### The metal 1 layer, run 1

Drawn at 2 px/um. Supply wires on this layer in gray.
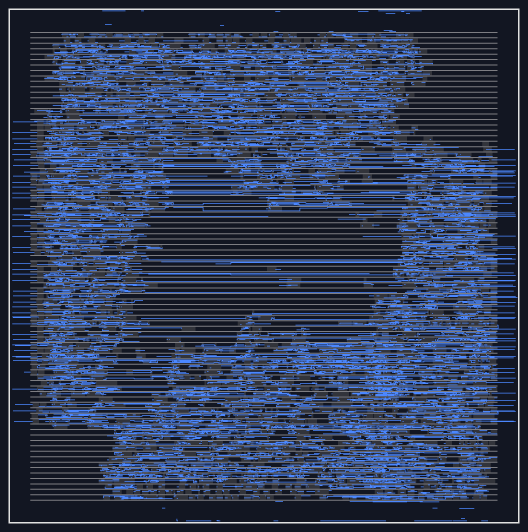
### Signal wires on met2, run 1

Drawn at 2 px/um.
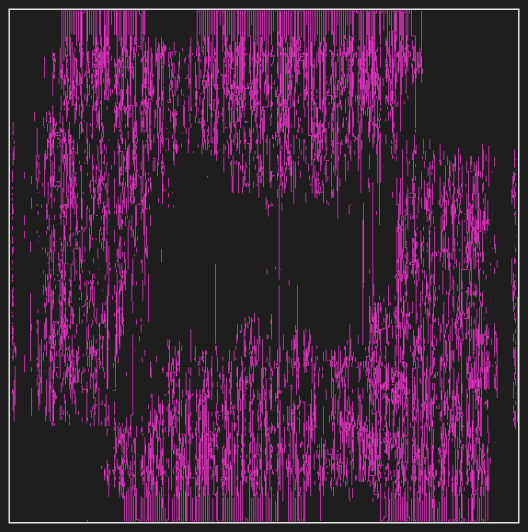
### Metal 3, run 1

Drawn at 2 px/um.
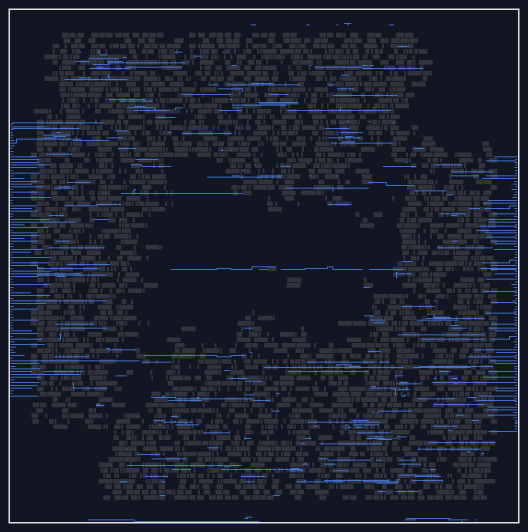
--- src/rtl/bls12_381_interrupt_tx.sv ---
// BLS12-381 interrupt-reply transmitter.
// Builds a two-beat header (length/command, index/data type) and then streams
// N data-RAM slots. Each slot is zero-extended to 384 bits and sent as six
// 64-bit beats, least-significant word first.
module bls12_381_interrupt_tx #(
    parameter int          DAT_BITS  = 381,
    parameter int          ADDR_BITS = 12,
    parameter int          RD_LAT    = 2,
    parameter int          MAX_SLOTS = 8,
    parameter logic [31:0] CMD_RPL   = 32'h0000_0005
) (
    input  logic                 i_clk,
    input  logic                 i_rst,
    input  logic                 i_req_val,
    output logic                 o_req_rdy,
    input  logic [15:0]          i_req_index,
    input  logic [7:0]           i_req_data_type,
    input  logic [ADDR_BITS-1:0] i_req_addr,
    input  logic [3:0]           i_req_num,
    output logic                 o_ram_rd_en,
    output logic [ADDR_BITS-1:0] o_ram_rd_addr,
    input  logic [DAT_BITS-1:0]  i_ram_rd_dat,
    output logic [63:0]          o_tx_dat,
    output logic                 o_tx_val,
    input  logic                 i_tx_rdy,
    output logic                 o_tx_sop,
    output logic                 o_tx_eop,
    output logic [2:0]           o_tx_mod,
    output logic                 o_busy
);

    localparam int SH_BITS = 384;
    localparam int WAIT_W  = (RD_LAT > 1) ? $clog2(RD_LAT) : 1;

    typedef enum logic [2:0] {
        S_IDLE,
        S_HDR0,
        S_HDR1,
        S_READ,
        S_WAIT,
        S_DATA
    } state_t;

    state_t                 state_q, state_d;
    logic [15:0]            index_q, index_d;
    logic [7:0]             type_q, type_d;
    logic [ADDR_BITS-1:0]   addr_q, addr_d;
    logic [3:0]             num_q, num_d;
    logic [3:0]             slot_q, slot_d;
    logic [2:0]             beat_q, beat_d;
    logic [WAIT_W-1:0]      wait_q, wait_d;
    logic [SH_BITS-1:0]     shreg_q, shreg_d;

    logic [3:0]             req_num_sat;
    logic [31:0]            msg_len;
    logic                   last_slot;

    // Requests above the slot limit are clamped rather than rejected.
    assign req_num_sat = (i_req_num > 4'(MAX_SLOTS)) ? 4'(MAX_SLOTS) : i_req_num;
    assign msg_len     = 32'd16 + 32'd48 * 32'(num_q);
    assign last_slot   = (slot_q == (num_q - 4'd1));
    assign o_tx_mod    = 3'd0;
    assign o_busy      = (state_q != S_IDLE);

    // Next-state, datapath updates and all stream/RAM outputs.
    always_comb begin
        state_d       = state_q;
        index_d       = index_q;
        type_d        = type_q;
        addr_d        = addr_q;
        num_d         = num_q;
        slot_d        = slot_q;
        beat_d        = beat_q;
        wait_d        = wait_q;
        shreg_d       = shreg_q;
        o_req_rdy     = 1'b0;
        o_ram_rd_en   = 1'b0;
        o_ram_rd_addr = '0;
        o_tx_dat      = 64'd0;
        o_tx_val      = 1'b0;
        o_tx_sop      = 1'b0;
        o_tx_eop      = 1'b0;
        case (state_q)
            S_IDLE: begin
                o_req_rdy = 1'b1;
                if (i_req_val) begin
                    index_d = i_req_index;
                    type_d  = i_req_data_type;
                    addr_d  = i_req_addr;
                    num_d   = req_num_sat;
                    slot_d  = 4'd0;
                    state_d = S_HDR0;
                end
            end
            S_HDR0: begin
                o_tx_val = 1'b1;
                o_tx_sop = 1'b1;
                o_tx_dat = {CMD_RPL, msg_len};
                if (i_tx_rdy) begin
                    state_d = S_HDR1;
                end
            end
            S_HDR1: begin
                o_tx_val = 1'b1;
                o_tx_dat = {40'd0, type_q, index_q};
                o_tx_eop = (num_q == 4'd0);
                if (i_tx_rdy) begin
                    state_d = (num_q == 4'd0) ? S_IDLE : S_READ;
                end
            end
            S_READ: begin
                // Address arithmetic wraps naturally at the RAM depth.
                o_ram_rd_en   = 1'b1;
                o_ram_rd_addr = addr_q + ADDR_BITS'(slot_q);
                wait_d        = '0;
                state_d       = S_WAIT;
            end
            S_WAIT: begin
                if (wait_q == WAIT_W'(RD_LAT - 1)) begin
                    shreg_d = {{(SH_BITS - DAT_BITS){1'b0}}, i_ram_rd_dat};
                    beat_d  = 3'd0;
                    state_d = S_DATA;
                end else begin
                    wait_d = wait_q + 1'b1;
                end
            end
            S_DATA: begin
                o_tx_val = 1'b1;
                o_tx_dat = shreg_q[63:0];
                o_tx_eop = (beat_q == 3'd5) && last_slot;
                if (i_tx_rdy) begin
                    shreg_d = shreg_q >> 64;
                    if (beat_q == 3'd5) begin
                        if (last_slot) begin
                            state_d = S_IDLE;
                        end else begin
                            slot_d  = slot_q + 4'd1;
                            state_d = S_READ;
                        end
                    end else begin
                        beat_d = beat_q + 3'd1;
                    end
                end
            end
            default: begin
                state_d = S_IDLE;
            end
        endcase
    end

    // State and datapath registers; reset truncates any message in flight.
    always_ff @(posedge i_clk) begin
        if (i_rst) begin
            state_q <= S_IDLE;
            index_q <= '0;
            type_q  <= '0;
            addr_q  <= '0;
            num_q   <= '0;
            slot_q  <= '0;
            beat_q  <= '0;
            wait_q  <= '0;
            shreg_q <= '0;
        end else begin
            state_q <= state_d;
            index_q <= index_d;
            type_q  <= type_d;
            addr_q  <= addr_d;
            num_q   <= num_d;
            slot_q  <= slot_d;
            beat_q  <= beat_d;
            wait_q  <= wait_d;
            shreg_q <= shreg_d;
        end
    end

endmodule
--- config.mk ---
export PLATFORM = sky130hd
export DESIGN_NAME = bls12_381_interrupt_tx
export DESIGN_NICKNAME = d
export VERILOG_FILES = /design/src/rtl/bls12_381_interrupt_tx.sv
export SDC_FILE = /design/constraint.sdc
export NUM_CORES = 1
export LEC_CHECK = 0
export CAP_MARGIN = 20
export CORE_AREA = 10 10 244 246
export CTS_BUF_LIST = sky130_fd_sc_hd__clkbuf_8
export CTS_CLUSTER_DIAMETER = 120
export DETAILED_ROUTE_END_ITERATION = 8
export DIE_AREA = 0 0 254 256
export PLACE_DENSITY = 0.67
export SKIP_CTS_REPAIR_TIMING = 1
export SLEW_MARGIN = 10
export SYNTH_ARGS = -nofsm -noshare
export SYNTH_HDL_FRONTEND = slang
export SYNTH_SLANG_ARGS = --single-unit
--- constraint.sdc ---
create_clock -name i_clk -period 3.1 [get_ports i_clk]
set_input_delay 0.93 -clock i_clk [delete_from_list [all_inputs] [get_ports i_clk]]
set_output_delay 0.93 -clock i_clk [all_outputs]
set_load 0.02 [all_outputs]
==> flow_metrics.env, run 1 <==
# flow metrics
export IMPL_via_per_inst=5.23
export IMPL_synth_distinct_cells=49
export IMPL_grt_use_total=0.215
export IMPL_synthTopCellsByArea="dfxtp_1 46%, a311oi_1 15%, nand2_1 14%"
export IMPL_cp_endpoint="o_tx_eop"
export IMPL_reg2reg_from="state_q[2]"
export IMPL_drc=0
export IMPL_layout_top_cells="720 x nand2_1, 425 x dfxtp_1, 424 x clkdlybuf4s50_1"
export IMPL_whs_ps=453
export IMPL_cap_viol_max_count=0
export IMPL_finalNetCount=3335
export IMPL_max_stage_delay_ps=370
export IMPL_pwr_share_seq=0.443
export IMPL_crit_top_cell="buf_4"
export IMPL_synth_avg_cell_area_um2=7.74
export IMPL_area_growth_pct=43.3
export IMPL_endpoint_kind="output pin"
export IMPL_worstSkewPairLatency_ps=670
export IMPL_gp_congestion=0.890
export IMPL_worstHoldPathType="reg -> reg"
export IMPL_intPower_mw=9.65
export IMPL_crit_slowest_cell="dfxtp_4"
export IMPL_drtAntennaViolNets=0
export IMPL_r2r_slack_ps=410
export IMPL_switching_share=0.252
export IMPL_holdPathEnd="index_q[3]"
export IMPL_clockBufferDepth=3
export IMPL_die_y_um=256
export IMPL_synth_edff_count=0
export IMPL_slew_headroom=0.312
export IMPL_nFillCells=5272
export IMPL_top_area_cell="dfxtp_1"
export IMPL_cp_required_ps=2170
export IMPL_synth_flops=432
export IMPL_yosys_area_mm2=0.0190
export IMPL_synth_top_cell_area_share=0.456
export IMPL_initial_core_util=0.347
export IMPL_timing_rr_end="shreg_q[120]"
export IMPL_h_tree_depth=3
export IMPL_path_cells="inv_1 -> buf_6 -> buf_4 -> ha_1 -> a21boi_0 -> xnor2_1 -> nand3_1 -> o32ai_2 -> buf_4"
export IMPL_tns_ps=-4140
export IMPL_synthFlopType="dfxtp_1"
export IMPL_yosysMostFrequentCell="nand2_1"
export IMPL_dp_cells=3510
export IMPL_die_w_um=254
export IMPL_setup_viol=16
export IMPL_power_frac_clock=0.445
export IMPL_hold_path_startpoint="index_q[3]"
export IMPL_period_minus_slack_ps=3580
export IMPL_final_layout_size_suffix_gt1_frac=0.0989
export IMPL_arrival_ps=2650
export IMPL_cts_reportedPaths_clkPinSlew_ps=60
export IMPL_drt_pass1_iterations=6
export IMPL_tool_warnings=41
export IMPL_final_common_cell="nand2_1"
export IMPL_netlist_area_mm2=0.0190
export IMPL_crit_fanout=4
export IMPL_fin_cells=3674
export IMPL_ir_drop_mv=0.297
export IMPL_maxSlewViolCount=0
export IMPL_synth_async_reset_ratio=0
export IMPL_grt_max_degree=204
export IMPL_p_comb_frac=0.112
export IMPL_grt_pass1_vias=18960
export IMPL_top_cells_by_count="722 x nand2_1, 432 x dfxtp_1, 412 x nor2_1, 317 x a311oi_1, 167 x clkbuf_1"
export IMPL_p_leak_nw=10.7
export IMPL_period_used=1.15
export IMPL_grt_setup_unrepaired="true"
export IMPL_ioPinCount=510
export IMPL_port_buffers=506
export IMPL_start_kind="flop"
export IMPL_tritoncts="yes"
export IMPL_dieArea_mm2=0.0650
export IMPL_finalPower_mw=12.9
export IMPL_wire_per_inst_um=20.1
export IMPL_seq_area_frac_synth=0.456
export IMPL_ff2ff_path_depth=5
export IMPL_core_area_mm2=0.0547
export IMPL_violations="setup timing"
export IMPL_yosys_warnings=0
export IMPL_root_buffer="clkbuf_8"
export IMPL_cts_buffers_inserted=77
export IMPL_critical_path_class="reg -> out"
export IMPL_clock_sinks=432
export IMPL_p_sw_mw=3.24
export IMPL_antenna_found_initial=25
export IMPL_cp_startpoint="num_q[1]"
export IMPL_row_count=86
export IMPL_outcome="complete, but fails checks"
export IMPL_drt_iter0_markers=1365
export IMPL_syn_inst=2449
export IMPL_dp_hpwl_mm=53.8
export IMPL_whs_path_depth=2
export IMPL_max_freq_mhz=280
export IMPL_p_per_area_mw_per_mm2=475
export IMPL_grt_overflow=0
export IMPL_layout_setup_ws_ps=-476
export IMPL_hold_viol=0
export IMPL_ys_cells=2449
export IMPL_fin_worst_skew_ps=27.6
export IMPL_worstMarginPinSlew_ps=1030
export IMPL_grt_pass1_wl_mm=111
Notes on 'The metal 1 layer' above:
3105 nets have wire on it. The longest straight run is 129 um. The layer holds 44% of the routed length. The wires run mostly horizontal.

Notes on 'Signal wires on met2' above:
The longest straight run is 80.1 um. The wires run mostly vertical.
global routing met2 resource utilization: 0.337
Routed WL: 73.8 mm
via count: 19209

Notes on 'Metal 3' above:
358 nets have wire on it. The layer carries 5010 um of wire. The longest straight run is 69.5 um. The wires run mostly horizontal.
met3 usage: 0.0474

-- run 1: critical path: cells and delay by family, from the launching register on --
kind                       cells  cell delay (ps)
and+or+nand+nor                1              170
adders and majority gates      1              190
DFF                            1              370
AOI/OAI and AO/OA              2              370
buffers and inverters          4              580
xor gates and xnor gates       1              290
-- run 1: sequential cells by signal, indices dropped and copies added (netlist names), 3 cells and up --
name and cells:
addr_q 12, beat_q 3, index_q 16, num_q 4, shreg_q 381, slot_q 4
state_q 3, type_q 8
-- run 1: power groups by stage --
stage	clock network [mW]	registers, mW	logic, mW
after floorplan	0	5.81	0.563
after global placement	0	5.82	1.39
after detailed placement	0	5.83	1.40
after CTS	5.89	5.71	1.41
after global routing	6.13	5.72	1.56
final	5.73	5.71	1.45
-- run 1: routing by layer --
layer / global-route usage / routed length, um / vias up
met2: 0.337 / 33800 / 671
met5: 0 / 72 / -
met3: 0.0474 / 5010 / 136
met1: 0.279 / 32500 / 8979
li1: - / - / 9413
met4: 0.0940 / 2360 / 10
-- run 1: cell families after synthesis --
group / share of synthesized area
and+or+nand+nor: 0.254
adders and majority gates: 0.0133
AOI/OAI and AO/OA: 0.213
DFF: 0.456
buffers and inverters: 0.0544
other: 0.000198
xor gates and xnor gates: 0.00865
-- run 1: through the flow --
step	setup WS [ps]	utilization	area (um2)
finish	-476	0.497	27200
floorplan	1.87	-	19000
global route	-574	0.497	27100
detailed placement	-394	0.456	24900
CTS	-1140	0.487	26600
global placement	-392	0.456	24900
-- run 1: final cells by class --
cell class	instances	area (um2)	area share
Multi-Input combinational cell	1766	9600	0.353
Sequential cell	432	8660	0.319
Timing Repair Buffer	597	6220	0.229
Clock buffer	95	1310	0.0482
Tap cell	704	881	0.0324
Clock inverter	45	379	0.0140
Inverter	17	63.8	0.00235
Antenna cell	18	45.0	0.00166
==> inputs of run 2 (changes only) <==
Settings changed: CORE_AREA 10 10 244 246 to 10 10 290 208, DIE_AREA 0 0 254 256 to 0 0 300 218.
### The metal 1 layer, run 2

Drawn at 1.5 px/um. Supply wires on this layer in gray.
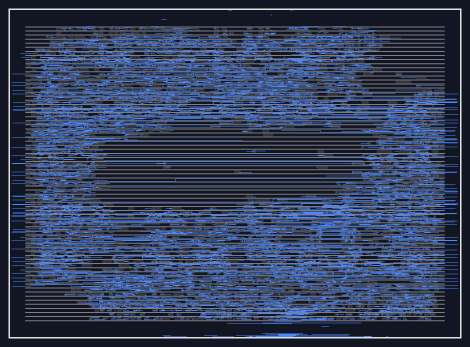
The wires run mostly horizontal. The layer carries 35.2 mm of wire. The layer holds 47% of the routed length. 3097 nets have wire on it.
via count: 19442
grt met1 use: 0.307
Routed WL: 75.6 mm

### Routing congestion map, run 2

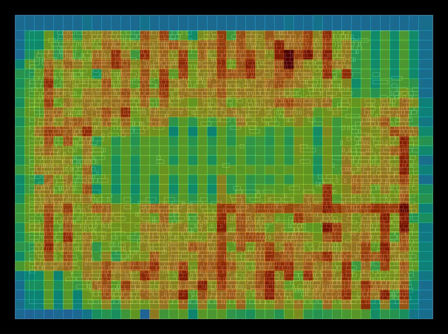
most crowded layer after global routing: met1
fin util: 0.491
post-DR wirelength/cell: 20.4 um
global routing met2 resource utilization: 0.306
met3 usage: 0.0603

### Met4 routing, run 2

Drawn at 1 px/um. Supply wires on this layer in gray.
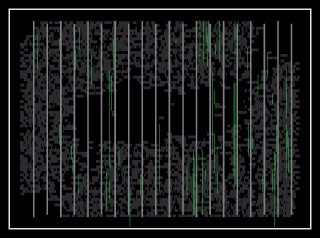
The layer carries 1820 um of wire. 33 nets have wire on it.

==> flow_metrics.env, run 2 <==
# flow metrics
export IMPL_outcome="complete, but fails checks"
export IMPL_violations="setup timing"
export IMPL_nFillCells=5301
export IMPL_p_sw_mw=3.14
export IMPL_dp_cells=3549
export IMPL_worstSkewPairLatency_ps=660
export IMPL_ys_sh_adder=0.0133
export IMPL_layout_area_seq_mm2=0.00867
export IMPL_whs_ps=456
export IMPL_fin_cells=3698
export IMPL_die_y_um=218
export IMPL_cts_reportedPaths_clkPinSlew_ps=70
export IMPL_netlist_area_mm2=0.0190
export IMPL_grt_pass1_wl_mm=111
export IMPL_topCombFamilyByArea="simple AND/OR/NAND/NOR gates"
export IMPL_layout_top_cells="720 x nand2_1, 423 x clkdlybuf4s50_1, 422 x dfxtp_1"
export IMPL_reg_top3="shreg_q: 381 flops, index_q: 16 flops, addr_q: 12 flops"
export IMPL_crit_fanout=4
export IMPL_yosys_warnings=0
export IMPL_layout_setup_ws_ps=-443
export IMPL_crit_slowest_cell="fa_2"
export IMPL_root_buffer="clkbuf_8"
export IMPL_start_kind="flop"
export IMPL_synth_edff_count=0
export IMPL_intPower_mw=9.29
export IMPL_regMostFlops="shreg_q"
export IMPL_finalNetCount=3345
export IMPL_dieArea_mm2=0.0654
export IMPL_mux_area_frac=0
export IMPL_worstHoldPathType="reg -> reg"
export IMPL_slew_headroom=0.397
export IMPL_ys_cells=2449
export IMPL_max_freq_mhz=282
export IMPL_ir_drop_mv=0.259
export IMPL_grt_max_degree=140
export IMPL_port_buffers=506
export IMPL_die_w_um=300
export IMPL_worstMarginPinSlew_ps=904
export IMPL_drt_pass1_iterations=5
export IMPL_antenna_found_initial=12
export IMPL_via_per_inst=5.26
export IMPL_grt_overflow=0
export IMPL_switching_share=0.253
export IMPL_drt_iter0_markers=1667
export IMPL_drc=0
export IMPL_initial_core_util=0.346
export IMPL_setup_viol=15
export IMPL_cp_required_ps=2170
export IMPL_dp_hpwl_mm=55.2
export IMPL_synthTopCellsByArea="dfxtp_1 46%, a311oi_1 15%, nand2_1 14%"
export IMPL_cap_viol_max_count=0
export IMPL_syn_inst=2449
export IMPL_hold_viol=0
export IMPL_finalPower_mw=12.4
export IMPL_seq_area_frac_synth=0.456
export IMPL_final_common_cell="nand2_1"
export IMPL_maxSlewViolCount=0
export IMPL_top_area_cell="dfxtp_1"
export IMPL_ys_sh_aoi=0.213
export IMPL_synth_async_reset_ratio=0
export IMPL_tns_ps=-3490
export IMPL_tool_warnings=41
export IMPL_yosysMostFrequentCell="nand2_1"
export IMPL_drtAntennaViolNets=0
export IMPL_top_cells_by_count="722 x nand2_1, 432 x dfxtp_1, 412 x nor2_1, 317 x a311oi_1, 167 x clkbuf_1"
export IMPL_crit_family="adder cells"
export IMPL_gp_congestion=0.857
export IMPL_largest_reg_flops=381
export IMPL_p_leak_nw=10.2
export IMPL_simple_gate_share=0.254
export IMPL_stdcell_area_mm2=0.0269
export IMPL_cts_buffers_inserted=70
export IMPL_max_stage_delay_ps=440
export IMPL_ioPinCount=510
export IMPL_power_frac_clock=0.423
export IMPL_cp_buffers_inverters=3
export IMPL_period_used=1.14
export IMPL_yosys_area_mm2=0.0190
export IMPL_critical_path_class="reg -> out"
export IMPL_tritoncts="yes"
export IMPL_fin_worst_skew_ps=43.8
export IMPL_grt_setup_unrepaired="true"
export IMPL_ys_sh_xor=0.00865
export IMPL_period_minus_slack_ps=3540
export IMPL_synth_flops=432
export IMPL_p_comb_frac=0.118
export IMPL_final_comb_area_mm2=0.00955
export IMPL_row_count=72
export IMPL_synth_distinct_cells=49
export IMPL_h_tree_depth=3
export IMPL_clockBufferDepth=3
export IMPL_path_cells="ha_4 -> inv_2 -> fa_2 -> buf_6 -> nor3_4 -> a31oi_2 -> o41ai_2 -> buf_4"
export IMPL_endpoint_kind="output pin"
export IMPL_synthFlopType="dfxtp_1"
export IMPL_grt_pass1_vias=18603
export IMPL_arrival_ps=2610
export IMPL_clock_sinks=432
export IMPL_p_per_area_mw_per_mm2=462
export IMPL_area_growth_pct=41.9
export IMPL_pwr_share_seq=0.460
export IMPL_synth_top_cell_area_share=0.456
export IMPL_final_layout_size_suffix_gt1_frac=0.109
export IMPL_synth_avg_cell_area_um2=7.74
export IMPL_grt_use_total=0.215
export IMPL_placed_cell_area_mm2=0.0250
export IMPL_dp_slack_ps=-321
export IMPL_core_area_mm2=0.0548
==> run 2: cell counts after synthesis <==
No cell type changed its count.
==> run 2: kinds of logic (layout without fill, tap and decap cells) <==
family | count (synthesis) | after routing
buffers and inverters | 253 | 751
DFF | 432 | 432
xor gates and xnor gates | 17 | 17
and+or+nand+nor | 1221 | 1221
other | 1 | 12
AOI/OAI and AO/OA | 506 | 506
adders and majority gates | 19 | 19
==> run 2: layout make-up <==
cell class / instances / share of cell area
diodes: 9 / 0.000837
clock buffers: 86 / 0.0440
clock inverters: 34 / 0.0103
inverters: 17 / 0.00237
multi-input cells: 1766 / 0.355
flip-flops and latches: 432 / 0.322
well taps: 740 / 0.0344
repair buffers: 614 / 0.231
==> run 2: power by group through the flow <==
stage | logic, mW | clock network [mW] | registers [mW]
final | 1.46 | 5.25 | 5.71
after CTS | 1.43 | 5.39 | 5.71
after floorplan | 0.563 | 0 | 5.81
after global placement | 1.41 | 0 | 5.83
after global routing | 1.57 | 5.62 | 5.72
after detailed placement | 1.42 | 0 | 5.83
==> run 2: worst paths after layout <==
| kind | start | to | slack (ps) | cells after the start |
|---|---|---|---|---|
| setup / recovery | num_q[1] | o_tx_dat[10] | -440 | 8 |
| hold / removal | type_q[6] | type_q[6] | 460 | 2 |
| setup reg to reg | state_q[0] | shreg_q[207] | 370 | 8 |
| hold reg to reg | type_q[6] | type_q[6] | 460 | 2 |
==> run 2: worst register-to-register path, delay by kind of cell, from the launching register on <==
kind	cells	cell delay [ps]
flops	1	350
simple gates	2	660
buf+inv	5	1240
compound gates	1	350
==> run 2: metal layers <==
metal  vias to the layer above  global-route usage  part of all wire
met5                         -                   0           0.00028
met4                         4              0.0697             0.024
met3                       124              0.0603             0.087
met2                       766               0.306              0.42
met1                      9127               0.307              0.47
li1                       9421                   -                 -
Power and IR drop assume default switching activity.
